Figure 1. Placement view.
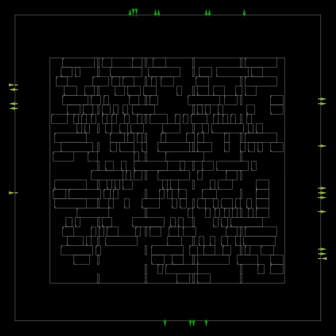
Figure 2. Cells by drive strength.
(3 px per um)
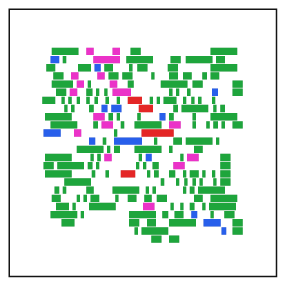
Figure 3. PDN straps and rails.
(6 px per um) Pins as bars on the die edge.
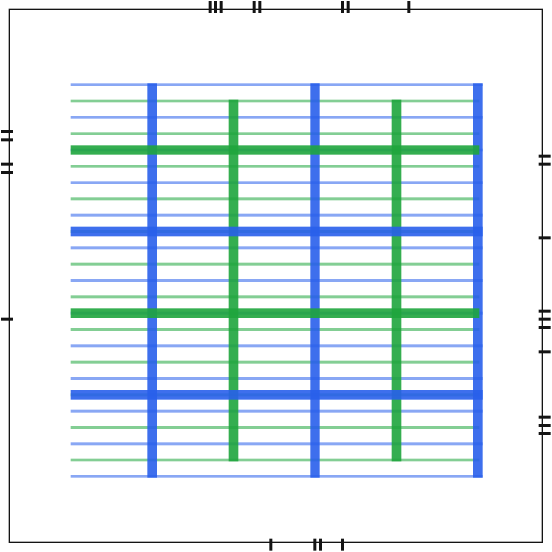
Figure 4. Close-up of the layout.
Window x 19 to 69, y 37 to 87 um. Cells in gray, sequential cells in the stronger gray; small squares are vias.
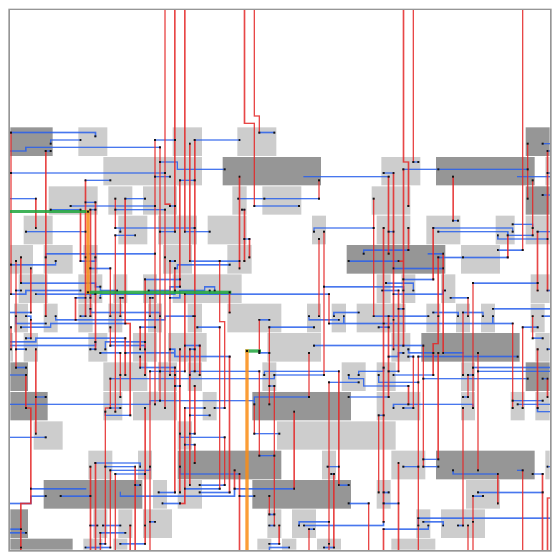
==> config.mk <==
export PLATFORM = sky130hd
export DESIGN_NAME = toggle_event_decoder
export DESIGN_NICKNAME = d
export VERILOG_FILES = /design/src/rtl/toggle_event_decoder.sv
export SDC_FILE = /design/constraint.sdc
export NUM_CORES = 1
export LEC_CHECK = 0
export ABC_AREA = 1
export CAP_MARGIN = 5
export CELL_PAD_IN_SITES_DETAIL_PLACEMENT = 1
export CELL_PAD_IN_SITES_GLOBAL_PLACEMENT = 2
export CORE_MARGIN = 10
export CORE_UTILIZATION = 32
export DETAILED_ROUTE_END_ITERATION = 16
export MAX_ROUTING_LAYER = met4
export PLACE_DENSITY_LB_ADDON = 0.1
export RECOVER_POWER = 50
export SYNTH_ARGS = -nofsm -noshare
export SYNTH_HDL_FRONTEND = slang
export SYNTH_SLANG_ARGS = --single-unit
==> constraint.sdc <==
create_clock -name clk -period 2 [get_ports clk]
set_input_delay 0.6 -clock clk [delete_from_list [all_inputs] [get_ports clk]]
set_output_delay 0.6 -clock clk [all_outputs]
set_load 0.01 [all_outputs]
==> flow_summary.yaml <==
# flow metrics
synthesis:
  flop_cell: "dfrtp_1"
  avgSynthCellArea_sq_um: 9.47
  yosys.area.top_type: "dfrtp_1"
  syn-cell-area_sq_um: 1510
  yosysWarnings: 0
  ys_chip_area_sq_um: 1510
  async_reset_ff_frac: 1.00
  ys.flops: 28
  area_leaders: "dfrtp_1, nand2_1, xor2_1"
cells_and_area:
  final-comb-area_sq_um: 714
  regArea_sq_um: 702
  nets: 210
clocking:
  tritoncts: "yes"
  cts_made_buffers: 3
  htreeDepth: 1
  cts.sinks: 28
  cts_buffer_depth: 2
  cts_root_buffer: "clkbuf_8"
place:
  dp_hpwl_um: 2710
  post-place-ws_ns: -0.286
final_timing:
  finalCritPeriodShare: 0.969
  maxSlewHeadroom: 0.520
  finalSetupTns_ns: 0
  report.final.slew_viol_count: 0
  tightest_slew_ns: 0.719
  fmax_mhz: 516
  worst_slack_ns: 0.0617
  rsz0062_at_grt: "no"
job:
  warnings: 27
  max-cap-violations: 0
route:
  wl_um: 3490
  wire_per_inst_um: 14.0
  antenna_left: 0
  drt_iter0_drc: 20
global_route:
  grtUsageMet3: 0.0239
  grt_pass1_vias: 1268
  grt_remaining_overflow: 0
  grt_pass1_wl_um: 6040
power:
  power_density_nw_per_um2: 1110
  power_leakage_uw: 0.000899
critical_path:
  r2r_slack_ns: 0.16
  cp_top_family: "buffers and inverters"
  worstPathArrival_ns: 1.34
status:
  status: "finished, final reports clean"
die:
  floorplan.core_util: 0.339
worst_hold_path:
  hold_depth: 0
-- Figure 1 (at the start) --
placeable core area: 4440 sq um
row count: 24

-- Figure 2 (at the start) --
color	size	cells	most used
green	_0 and _1 cells	164	nand2_1
magenta	_3 and _4 cells	17	buf_4
blue	_2 cells	13	nand2_2
red	_6 and larger	4	clkbuf_8
Non-clk bufs: 36
post-route cell area: 1950 sq um

-- Figure 3 (at the start) --
color	net
green	VDD
blue	VSS
met1 rails	25
met5 straps	4
rows	24
Die Span X: 88.6 um
DIE HEIGHT: 88.6 um
Worst VDD drop: 0.494 mV

-- Figure 4 (at the start) --
color	layer
orange	metal 4
red	metal 2
green	metal 3
blue	metal 1
most frequent	nand2_1 (22), inv_1 (9), buf_4 (9)
sequential cells in the window	9
cells with their middle in the window	96

what timing repair did:
item                                    in CTS  in global routing
resized                                      2                  4
hold buffers                                 0                  0
endpoints found under the setup margin       1                  2
buffers inserted                             1                  0
cell families after synthesis:
family	Yosys count	synth area share
adders and majority gates	6	0.0548
AOI/OAI and AO/OA	7	0.0299
DFF	28	0.465
xor gates and xnor gates	16	0.103
buffers and inverters	19	0.0581
and+or+nand+nor	83	0.289
cell usage in the layout (no fill, tap or decap):
master	count
nand2_1	38
dfrtp_1	27
clkdlybuf4s50_1	22
inv_1	18
nor2_1	15
xor2_1	10
buf_4	9
nand3_1	8
nand2_2	5
nand4_1	5
xnor2_1	4
nor2_4	4
ha_1	4
clkbuf_8	3
nand2_4	2
nor3_1	2
nor2_2	2
o21ai_1	2
dlygate4sd3_1	2
o21bai_1	1
nand3_4	1
xor2_2	1
a21oi_2	1
xnor2_2	1
nand3_2	1
o22ai_1	1
o31ai_1	1
o21ai_0	1
fa_1	1
ha_4	1
bufinv_16	1
dlygate4sd2_1	1
dlymetal6s2s_1	1
dfrtp_2	1
clkbuf_2	1
through the flow:
| step | util | std cells |
|---|---|---|
| after floorplan | - | 159 |
| after global placement | 0.423 | 245 |
| after detailed placement | 0.423 | 245 |
| after CTS | 0.441 | 250 |
| after global routing | 0.440 | 250 |
| final | 0.440 | 250 |
cell type report:
cell class | instances | area share
well taps | 52 | 0.0333
flip-flops and latches | 28 | 0.359
repair buffers | 36 | 0.171
clock inverters | 1 | 0.0154
clock buffers | 3 | 0.0211
multi-input cells | 112 | 0.366
inverters | 18 | 0.0346
power breakdown:
group | leakage [uW] | switching, uW | internal [uW]
Combinational | 0.000510 | 434 | 457
Clock | 0.0000357 | 191 | 268
Sequential | 0.000353 | 132 | 678
Total | 0.000899 | 757 | 1400
layer usage:
layer,routed length (um),vias to the layer above
met5,0,-
met4,29,0
met3,173,4
met2,1830,17
met1,1460,565
li1,-,573
Power and IR drop assume default switching activity.
